`config.mk`:
```
export PLATFORM = sky130hd
export DESIGN_NAME = operand_fetch_flat
export DESIGN_NICKNAME = d
export VERILOG_FILES = /design/src/rtl/operand_fetch_if.sv /design/src/rtl/operand_fetch.sv /design/src/flat_wrapper.sv
export SDC_FILE = /design/constraint.sdc
export NUM_CORES = 1
export LEC_CHECK = 0
export CAP_MARGIN = 30
export CORE_AREA = 2 2 430 432
export CTS_CLUSTER_DIAMETER = 80
export DETAILED_ROUTE_END_ITERATION = 8
export DIE_AREA = 0 0 432 434
export DONT_BUFFER_PORTS = 1
export SETUP_SLACK_MARGIN = 0.3
export SLEW_MARGIN = 20
export SYNTH_ARGS = -nofsm -noshare
export SYNTH_HDL_FRONTEND = slang
export SYNTH_SLANG_ARGS = --single-unit
```
`constraint.sdc`:
```
create_clock -name clk -period 2.6 [get_ports clk]
set_clock_uncertainty 0.1 [all_clocks]
set_input_delay 0.26 -clock clk [delete_from_list [all_inputs] [get_ports clk]]
set_output_delay 0.26 -clock clk [all_outputs]
set_load 0.05 [all_outputs]
```
`src/rtl/operand_fetch_if.sv`:
```
// Handshake bundles around operand_fetch: decode-to-fetch request and fetch-to-execute result.
interface of_req_if #(
  parameter int REG_ID_W = 4,
  parameter int OPC_W    = 8
);
  logic                req_valid;
  logic                req_ready;
  logic [OPC_W-1:0]    req_opcode;
  logic                req_src0_en;
  logic                req_src1_en;
  logic                req_dst_en;
  logic [REG_ID_W-1:0] req_src0;
  logic [REG_ID_W-1:0] req_src1;
  logic [REG_ID_W-1:0] req_dst;

  modport master (
    output req_valid, req_opcode, req_src0_en, req_src1_en, req_dst_en,
           req_src0, req_src1, req_dst,
    input  req_ready
  );

  modport slave (
    input  req_valid, req_opcode, req_src0_en, req_src1_en, req_dst_en,
           req_src0, req_src1, req_dst,
    output req_ready
  );
endinterface

interface of_exe_if #(
  parameter int REG_ID_W = 4,
  parameter int OPC_W    = 8,
  parameter int VEC_W    = 256
);
  logic                out_valid;
  logic                out_ready;
  logic [OPC_W-1:0]    out_opcode;
  logic [VEC_W-1:0]    out_a;
  logic [VEC_W-1:0]    out_b;
  logic                out_dst_en;
  logic [REG_ID_W-1:0] out_dst;

  modport master (
    output out_valid, out_opcode, out_a, out_b, out_dst_en, out_dst,
    input  out_ready
  );

  modport slave (
    input  out_valid, out_opcode, out_a, out_b, out_dst_en, out_dst,
    output out_ready
  );
endinterface

```
`src/rtl/operand_fetch.sv`:
```
// Operand fetch: holds one decoded instruction until its registers are valid in the
// scoreboard, reads the sources, invalidates the destination and hands off to execute.
module operand_fetch #(
  parameter int NUM_REGS = 16,
  parameter int REG_ID_W = $clog2(NUM_REGS),
  parameter int VEC_W    = 256,
  parameter int OPC_W    = 8
) (
  input  logic                clk,
  input  logic                reset,
  of_req_if.slave             req,
  of_exe_if.master            exe,
  input  logic [NUM_REGS-1:0] rf_valid_mask,
  output logic [REG_ID_W-1:0] rf_rd0_id,
  output logic [REG_ID_W-1:0] rf_rd1_id,
  input  logic [VEC_W-1:0]    rf_rd0_data,
  input  logic [VEC_W-1:0]    rf_rd1_data,
  output logic                rf_inv_en,
  output logic [REG_ID_W-1:0] rf_inv_id,
  input  logic                halted,
  output logic [15:0]         stall_cycles
);

  typedef enum logic [1:0] {
    IDLE  = 2'd0,
    WAIT  = 2'd1,
    ISSUE = 2'd2
  } state_e;

  function automatic logic [15:0] sat_inc16(input logic [15:0] v);
    return (v == 16'hFFFF) ? v : v + 16'd1;
  endfunction

  state_e              state_q, state_d;
  logic [OPC_W-1:0]    opc_q, opc_d;
  logic                src0_en_q, src0_en_d;
  logic                src1_en_q, src1_en_d;
  logic                dst_en_q, dst_en_d;
  logic [REG_ID_W-1:0] src0_q, src0_d;
  logic [REG_ID_W-1:0] src1_q, src1_d;
  logic [REG_ID_W-1:0] dst_q, dst_d;
  logic [OPC_W-1:0]    out_opc_q, out_opc_d;
  logic [VEC_W-1:0]    out_a_q, out_a_d;
  logic [VEC_W-1:0]    out_b_q, out_b_d;
  logic                out_dst_en_q, out_dst_en_d;
  logic [REG_ID_W-1:0] out_dst_q, out_dst_d;
  logic [15:0]         stall_q, stall_d;

  logic accept;
  logic operands_ready;
  logic release_now;

  // Reset also masks the accept so decode never sees a handshake that gets dropped.
  assign req.req_ready = !reset && !halted &&
                         (state_q == IDLE || (state_q == ISSUE && exe.out_ready));
  assign accept        = req.req_valid && req.req_ready;

  // Disabled operands never block; a repeated id just tests the same mask bit twice.
  assign operands_ready = (!src0_en_q || rf_valid_mask[src0_q]) &&
                          (!src1_en_q || rf_valid_mask[src1_q]) &&
                          (!dst_en_q  || rf_valid_mask[dst_q]);
  assign release_now    = (state_q == WAIT) && operands_ready;

  assign rf_rd0_id = (state_q == WAIT) ? src0_q : '0;
  assign rf_rd1_id = (state_q == WAIT) ? src1_q : '0;
  assign rf_inv_en = !reset && release_now && dst_en_q;
  assign rf_inv_id = rf_inv_en ? dst_q : '0;

  assign exe.out_valid  = (state_q == ISSUE);
  assign exe.out_opcode = out_opc_q;
  assign exe.out_a      = out_a_q;
  assign exe.out_b      = out_b_q;
  assign exe.out_dst_en = out_dst_en_q;
  assign exe.out_dst    = out_dst_q;
  assign stall_cycles   = stall_q;

  always_comb begin
    state_d      = state_q;
    opc_d        = opc_q;
    src0_en_d    = src0_en_q;
    src1_en_d    = src1_en_q;
    dst_en_d     = dst_en_q;
    src0_d       = src0_q;
    src1_d       = src1_q;
    dst_d        = dst_q;
    out_opc_d    = out_opc_q;
    out_a_d      = out_a_q;
    out_b_d      = out_b_q;
    out_dst_en_d = out_dst_en_q;
    out_dst_d    = out_dst_q;
    stall_d      = stall_q;

    case (state_q)
      IDLE: ;
      WAIT: begin
        if (operands_ready) begin
          out_opc_d    = opc_q;
          out_a_d      = src0_en_q ? rf_rd0_data : '0;
          out_b_d      = src1_en_q ? rf_rd1_data : '0;
          out_dst_en_d = dst_en_q;
          out_dst_d    = dst_q;
          state_d      = ISSUE;
        end else begin
          stall_d = sat_inc16(stall_q);
        end
      end
      ISSUE: begin
        if (exe.out_ready) state_d = IDLE;
      end
      default: state_d = IDLE;
    endcase

    // A new instruction can only land in IDLE or on the ISSUE handshake cycle.
    if (accept) begin
      opc_d     = req.req_opcode;
      src0_en_d = req.req_src0_en;
      src1_en_d = req.req_src1_en;
      dst_en_d  = req.req_dst_en;
      src0_d    = req.req_src0;
      src1_d    = req.req_src1;
      dst_d     = req.req_dst;
      state_d   = WAIT;
    end
  end

  always_ff @(posedge clk) begin
    if (reset) begin
      state_q      <= IDLE;
      opc_q        <= '0;
      src0_en_q    <= 1'b0;
      src1_en_q    <= 1'b0;
      dst_en_q     <= 1'b0;
      src0_q       <= '0;
      src1_q       <= '0;
      dst_q        <= '0;
      out_opc_q    <= '0;
      out_a_q      <= '0;
      out_b_q      <= '0;
      out_dst_en_q <= 1'b0;
      out_dst_q    <= '0;
      stall_q      <= '0;
    end else begin
      state_q      <= state_d;
      opc_q        <= opc_d;
      src0_en_q    <= src0_en_d;
      src1_en_q    <= src1_en_d;
      dst_en_q     <= dst_en_d;
      src0_q       <= src0_d;
      src1_q       <= src1_d;
      dst_q        <= dst_d;
      out_opc_q    <= out_opc_d;
      out_a_q      <= out_a_d;
      out_b_q      <= out_b_d;
      out_dst_en_q <= out_dst_en_d;
      out_dst_q    <= out_dst_d;
      stall_q      <= stall_d;
    end
  end

endmodule

```
`src/flat_wrapper.sv`:
```
// flat-port wrapper written by rule: the top's interface ports become plain ports
module operand_fetch_flat 
#(
  parameter int NUM_REGS = 16,
  parameter int REG_ID_W = $clog2(NUM_REGS),
  parameter int VEC_W    = 256,
  parameter int OPC_W    = 8
)
  (clk, reset, rf_valid_mask, rf_rd0_id, rf_rd1_id, rf_rd0_data, rf_rd1_data, rf_inv_en, rf_inv_id, halted, stall_cycles, req_req_valid, req_req_opcode, req_req_src0_en, req_req_src1_en, req_req_dst_en, req_req_src0, req_req_src1, req_req_dst, req_req_ready, exe_out_valid, exe_out_opcode, exe_out_a, exe_out_b, exe_out_dst_en, exe_out_dst, exe_out_ready);
  of_req_if #(.REG_ID_W(REG_ID_W), .OPC_W(OPC_W)) req_i ();
  of_exe_if #(.REG_ID_W(REG_ID_W), .OPC_W(OPC_W), .VEC_W(VEC_W)) exe_i ();
  input  logic clk;
  input  logic reset;
  input  logic [NUM_REGS-1:0] rf_valid_mask;
  output logic [REG_ID_W-1:0] rf_rd0_id;
  output logic [REG_ID_W-1:0] rf_rd1_id;
  input  logic [VEC_W-1:0] rf_rd0_data;
  input  logic [VEC_W-1:0] rf_rd1_data;
  output logic rf_inv_en;
  output logic [REG_ID_W-1:0] rf_inv_id;
  input  logic halted;
  output logic [15:0] stall_cycles;
  input wire logic [$bits(req_i.req_valid)-1:0] req_req_valid;
  input wire logic [$bits(req_i.req_opcode)-1:0] req_req_opcode;
  input wire logic [$bits(req_i.req_src0_en)-1:0] req_req_src0_en;
  input wire logic [$bits(req_i.req_src1_en)-1:0] req_req_src1_en;
  input wire logic [$bits(req_i.req_dst_en)-1:0] req_req_dst_en;
  input wire logic [$bits(req_i.req_src0)-1:0] req_req_src0;
  input wire logic [$bits(req_i.req_src1)-1:0] req_req_src1;
  input wire logic [$bits(req_i.req_dst)-1:0] req_req_dst;
  output wire logic [$bits(req_i.req_ready)-1:0] req_req_ready;
  output wire logic [$bits(exe_i.out_valid)-1:0] exe_out_valid;
  output wire logic [$bits(exe_i.out_opcode)-1:0] exe_out_opcode;
  output wire logic [$bits(exe_i.out_a)-1:0] exe_out_a;
  output wire logic [$bits(exe_i.out_b)-1:0] exe_out_b;
  output wire logic [$bits(exe_i.out_dst_en)-1:0] exe_out_dst_en;
  output wire logic [$bits(exe_i.out_dst)-1:0] exe_out_dst;
  input wire logic [$bits(exe_i.out_ready)-1:0] exe_out_ready;
  assign req_i.req_valid = req_req_valid;
  assign req_i.req_opcode = req_req_opcode;
  assign req_i.req_src0_en = req_req_src0_en;
  assign req_i.req_src1_en = req_req_src1_en;
  assign req_i.req_dst_en = req_req_dst_en;
  assign req_i.req_src0 = req_req_src0;
  assign req_i.req_src1 = req_req_src1;
  assign req_i.req_dst = req_req_dst;
  assign req_req_ready = req_i.req_ready;
  assign exe_out_valid = exe_i.out_valid;
  assign exe_out_opcode = exe_i.out_opcode;
  assign exe_out_a = exe_i.out_a;
  assign exe_out_b = exe_i.out_b;
  assign exe_out_dst_en = exe_i.out_dst_en;
  assign exe_out_dst = exe_i.out_dst;
  assign exe_i.out_ready = exe_out_ready;
  operand_fetch #(.NUM_REGS(NUM_REGS), .REG_ID_W(REG_ID_W), .VEC_W(VEC_W), .OPC_W(OPC_W)) u_core (.clk(clk), .reset(reset), .req(req_i), .exe(exe_i), .rf_valid_mask(rf_valid_mask), .rf_rd0_id(rf_rd0_id), .rf_rd1_id(rf_rd1_id), .rf_rd0_data(rf_rd0_data), .rf_rd1_data(rf_rd1_data), .rf_inv_en(rf_inv_en), .rf_inv_id(rf_inv_id), .halted(halted), .stall_cycles(stall_cycles));
endmodule
```
**Run 1: sequential cells coloured by netlist name**

The bar under the picture is 100 microns long.
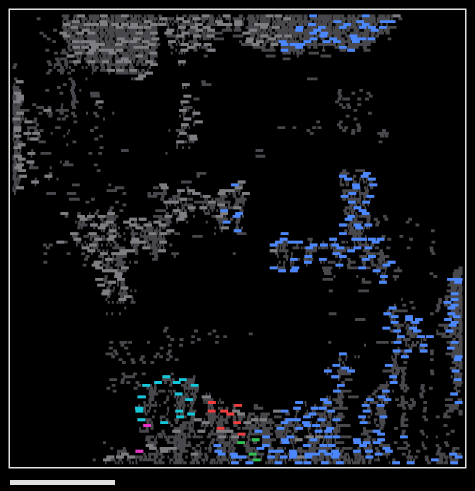
legend:
  blue:
    name_in_the_netlist: `u_core.exe.out_b`
    sequential_cells: 256
  red:
    name_in_the_netlist: `u_core.opc_q`
    sequential_cells: 8
    where: bottom centre
  magenta:
    name_in_the_netlist: `u_core.state_q`
    sequential_cells: 2
  green:
    name_in_the_netlist: `u_core.exe.out_dst`
    sequential_cells: 4
    where: bottom centre
  cyan:
    name_in_the_netlist: `u_core.stall_cycles`
    sequential_cells: 16

**Run 1: clock nets**

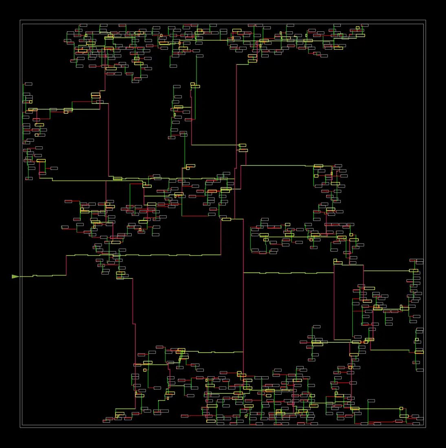
clk pwr: 11.0 mW
flip-flops: 566

==> flow_metrics.tcl, run 1 <==
# metrics dict for downstream scripts
set metrics [dict create \
    period_used_pct 127 \
    cts_tree "done" \
    drcViolationCount 0 \
    fp-utilization_pct 11.5 \
    power.switching_mw 6.41 \
    busiest_layer "met2" \
    final-setup-viol-count 548 \
    firstDrtPassIters 6 \
    slew_violations 169 \
    clk_path_buf_depth 3 \
    area_growth_pct 81.6 \
    violations "negative hold slack, max-slew violations, negative setup slack" \
    signal_buffers 799 \
    num_antenna_cells 129 \
    die_area_sq_um 187000 \
    cts_made_buffers 76 \
    synthTopCellsByArea "dfxtp_1 (54%), a21oi_1 (13%), nand3_1 (12%)" \
    yosys_area_sq_um 21100 \
    grt_pass1_wl_microns 228000 \
    layout_setup_ws_ns -0.715 \
    yosys.area_share.simple_pct 25.2 \
    timing.hold.ws_ns -0.427 \
    clock.fmax_ghz 0.302 \
    post_cts_resized 202 \
    hold_viol 128 \
    p_per_area_nw_per_um2 603 \
    dpl_worst_slack_ns -0.471 \
    wl_met1_microns 60900 \
    endpoint "u_core.exe.out_a[147]" \
    p_comb_mw 2.99 \
    top_cells_by_count "nand2_1 (578), dfxtp_1 (566), a21oi_1 (538), nand3_1 (517), clkbuf_1 (130)" \
    die_h_microns 434 \
    yosys_most_used_dff "dfxtp_1" \
    ys_cells 2601 \
    hold_start "reset" \
    grt_max_degree 570 \
    p_seq_mw 9.05 \
    synth_area_sq_um 21100 \
    top_area_cell "dfxtp_1" \
    switching_share_pct 27.8 \
    compound_area_share_pct 14.3 \
    worst_hold_path.endpoint "u_core.state_q[1]" \
    die_x_microns 432 \
    tap_cells 2385 \
    seq_share_pct 29.7 \
    outcome "finished with violations" \
    met3_usage_pct 9.48 \
    met2_usage_pct 29.7 \
    cap_violations 0 \
    use_met1_pct 18.5 \
    wl_per_cell_microns 32.2 \
    synth-async-reset-ratio_pct 0 \
    ys_sh_adder_pct 0.0594 \
    antenna_found_initial 259 \
    largest_class "flip-flops and latches" \
    worstReg2RegEnd "u_core.exe.out_a[147]" \
    drt_iter0_markers 2703 \
    hp-class "input port to flop" \
    place_area_sq_um 24400 \
    n_fill_cell 19627 \
    postCtsSetupBuffers 52 \
    holdBufCountCts 527 \
    cpPeakStageDelay_ns 0.50 \
    cts.sinks 566 \
    syn_avg_cell_area_sq_um 8.10 \
    yosysUniqueCellTypes 40 \
    grt_setup_unrepaired "yes" \
    slew_headroom_pct -9.62 \
    top_logic_kind "simple AND/OR/NAND/NOR gates" \
    io_pins 1112 \
    dp.cells 4859 \
    path_buffers 7 \
    p_comb_share_pct 12.9 \
    r2r-start "u_core.src0_q[1]" \
    dpl.hpwl_microns 143000 \
    required_ns 3.06 \
    io_buffers 0 \
    cts.clk_slew.worst_paths_ns 0.06 \
    synth_nets 3158 \
    leakage_nw 12.2 \
    hold_depth 1 \
    top_layer "met5" \
    via_per_inst 4.30 \
    htree_levels 3 \
    final-seq-area_sq_um 11300 \
]
**Run 1: clock distribution**

The bar under the picture is 100 microns long.
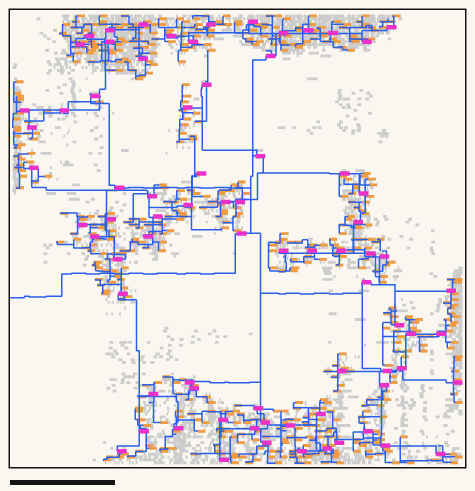
legend:
  magenta:
    item: clock drivers
    count: 76
  orange:
    item: flip-flops
    count: 566
  blue:
    item: clock wires
    length: 9410 microns
routed clock nets: 77

**Run 1: a small window of the routed layout**

Region (309, 94) to (339, 124) microns. Cells in grey, sequential cells in the stronger grey; small squares are vias.
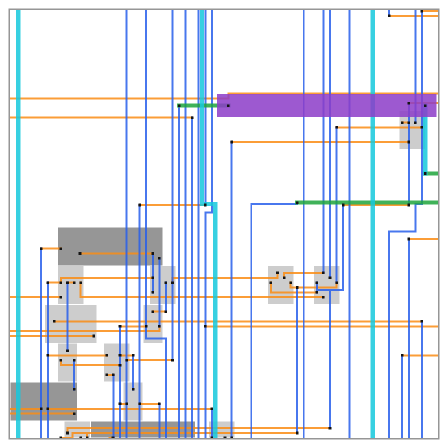
legend:
  purple:
    layer: metal 5
  cyan:
    layer: metal 4
  green:
    layer: metal 3
  orange:
    layer: metal 1
  blue:
    layer: metal 2
cells with their middle in the window: 12
most frequent: nand3_1 (3), nand2_1 (3), a21oi_1 (3)
sequential cells in the window: 2
netlist names of flops here include: `u_core.exe.out_b` (2)

## Run 2: what changed since run 1
--- a/config.mk
+++ b/config.mk
@@ -11,7 +11,7 @@
 export DETAILED_ROUTE_END_ITERATION = 8
 export DIE_AREA = 0 0 432 434
 export DONT_BUFFER_PORTS = 1
-export SETUP_SLACK_MARGIN = 0.3
+export SETUP_SLACK_MARGIN = 0.15
 export SLEW_MARGIN = 20
 export SYNTH_ARGS = -nofsm -noshare
 export SYNTH_HDL_FRONTEND = slang
==> constraint.sdc (replaced) <==
create_clock -name clk -period 3.1 [get_ports clk]
set_clock_uncertainty 0.1 [all_clocks]
set_input_delay 0.31 -clock clk [delete_from_list [all_inputs] [get_ports clk]]
set_output_delay 0.31 -clock clk [all_outputs]
set_load 0.05 [all_outputs]
**Run 2: clock nets**

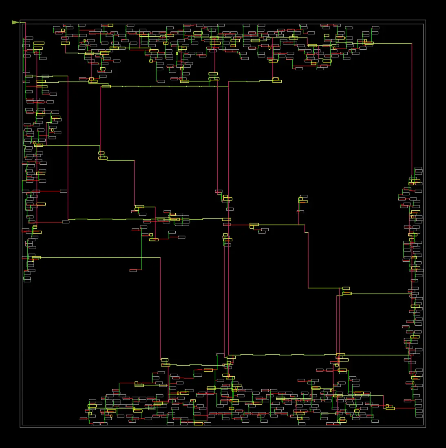
clk pwr: 8.95 mW
# clk buffers: 99
TritonCTS Buffers: 72

==> flow_metrics.tcl, run 2 <==
# metrics dict for downstream scripts
set metrics [dict create \
    required_ns 3.59 \
    row_count 157 \
    final-setup-viol-count 367 \
    endpoint "u_core.exe.out_a[184]" \
    holdBufCountCts 443 \
    buf_share_pct 23.9 \
    layout.nets 3713 \
    cpPeakStageDelay_ns 0.51 \
    inverters 3 \
    busiest_layer "met2" \
    cap_violations 0 \
    ys_cells 2601 \
    tool_warnings 48 \
    tns_ns -75.55 \
    wl_per_cell_microns 22.9 \
    grt_setup_unrepaired "yes" \
    grt_pass1_wl_microns 165000 \
    power.switching_mw 5.09 \
    synth_area_sq_um 21100 \
    die_x_microns 432 \
    top_cell_area_share_pct 53.8 \
    antenna_found_initial 95 \
    finish.utilization_pct 19.4 \
    n_fill_cell 19648 \
    top_cells_by_count "nand2_1 (578), dfxtp_1 (566), a21oi_1 (538), nand3_1 (517), clkbuf_1 (130)" \
    slew_headroom_pct 25.3 \
    top_layer "met5" \
    met2_usage_pct 18.0 \
    critPathMaxFanout 6 \
    yosys.area_share.simple_pct 25.2 \
    top_logic_kind "simple AND/OR/NAND/NOR gates" \
    hold_viol 0 \
    worstSetupPathType "flop to flop" \
    signal_buffers 737 \
    synthTopCellsByArea "dfxtp_1 (54%), a21oi_1 (13%), nand3_1 (12%)" \
    place.gp.congestion 0.886 \
    compound_area_share_pct 14.3 \
    largest_class "flip-flops and latches" \
    stdcell_count 5652 \
    seqPwrFrac_pct 40.9 \
    power.internal_mw 13.5 \
    hp-class "input port to flop" \
    ys_sh_mux_pct 1.60 \
    htree_levels 3 \
    synth-async-reset-ratio_pct 0 \
    wl_met1_microns 47100 \
    fin_area_sq_um 35400 \
    p_seq_mw 7.58 \
    post_cts_resized 200 \
    start_kind "flop" \
    setup.worst_path.start "u_core.src0_q[1]" \
    synth-xor-area-share_pct 0 \
    hold_depth 2 \
    cts.clk_slew.worst_paths_ns 0.06 \
    yosysMostFrequentCell "nand2_1" \
    drcViolationCount 0 \
    slew_violations 0 \
    dpl_worst_slack_ns -0.0594 \
    firstDrtPassIters 6 \
    io_pins 1112 \
    edf_count 0 \
    clk_path_buf_depth 3 \
    critPathCaptureType "flop" \
    use_met1_pct 13.9 \
    yosysUniqueCellTypes 40 \
    reg2reg_slack_ns -0.36 \
    pwr-share-clk_pct 48.2 \
    p_per_area_nw_per_um2 524 \
    switching_share_pct 27.4 \
    io_buffers 0 \
    place_area_sq_um 23800 \
    layout_setup_ws_ns -0.364 \
    yosys_area_sq_um 21100 \
    synth_nets 3158 \
    comb_area_share_pct 28.1 \
    drt_iter0_markers 2196 \
    cts_tree "done" \
    violations "negative setup slack" \
    worst_hold_path.endpoint "u_core.exe.out_opcode[1]" \
    fp-utilization_pct 11.5 \
    worst_slew_pin_slew_ns 1.12 \
    grt_max_degree 570 \
    final-seq-area_sq_um 11300 \
    leakage_nw 11.4 \
    clkLatencyLatePin_ns 0.69 \
    path_cells "mux4_2 -> mux4_2 -> or2_4 -> nand4_1 -> buf_4 -> buf_6 -> buf_6 -> buf_6 -> buf_6 -> buf_6 -> buf_12 -> buf_16 -> buf_12 -> buf_12 -> buf_8 -> buf_16 -> nand2_4 -> a21oi_2" \
    synth_cells 2601 \
    via_per_inst 4.14 \
    flops 566 \
    gr-total-overflow 0 \
    path_buffers 12 \
    num-multi-input-gates 1776 \
    met3_usage_pct 6.35 \
    p_comb_mw 2.02 \
    cp_top_family "buffers and inverters" \
    worstPathArrival_ns 3.95 \
    dp.cells 4802 \
    clock.fmax_ghz 0.289 \
    area_growth_pct 68.1 \
    dpl.hpwl_microns 87000 \
    top_area_cell "dfxtp_1" \
    p_comb_share_pct 10.9 \
    worst_path_most_repeated_cell "buf_6" \
    num_antenna_cells 55 \
    r2r_cells 18 \
    hold_start "reset" \
    tap_cells 2385 \
    die_h_microns 434 \
    crit_cells 18 \
    timing.hold.ws_ns 0.0449 \
    period_used_pct 112 \
    worstReg2RegEnd "u_core.exe.out_a[184]" \
    ant_nets 0 \
    syn_avg_cell_area_sq_um 8.10 \
    postCtsSetupBuffers 45 \
    seq_share_pct 32.0 \
    drive_above_1_share_pct 17.5 \
    die_area_sq_um 187000 \
    ys_sh_adder_pct 0.0594 \
    outcome "finished with violations" \
    grt_pass1_vias 21372 \
    r2r-start "u_core.src0_q[1]" \
    yosys_most_used_dff "dfxtp_1" \
    cts.sinks 566 \
    wirelength_microns 129000 \
    yosys_warnings 0 \
    fin_total_pwr_mw 18.5 \
]
**Run 2: the metal 2 layer**

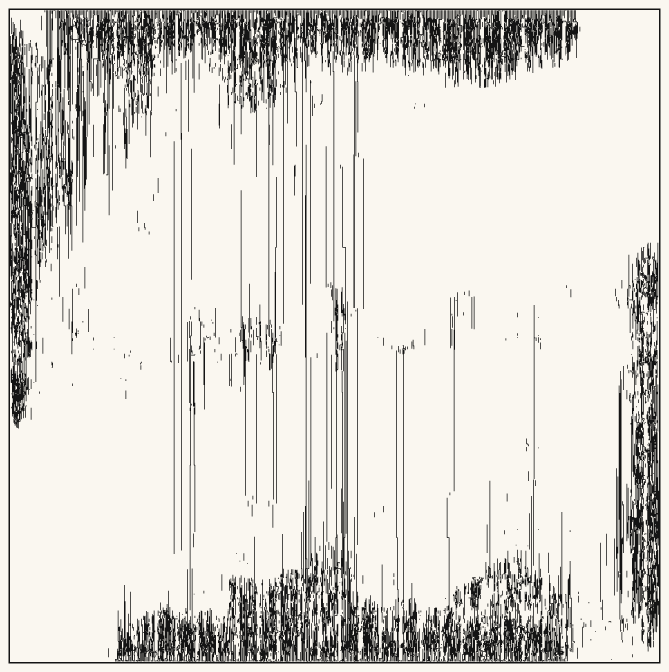
wire length on this layer: 56.4 mm
longest straight run: 278 microns
main direction: vertical
nets with wire on the layer: 3259
share of all routed wire: 44%

Power and IR drop assume default switching activity.
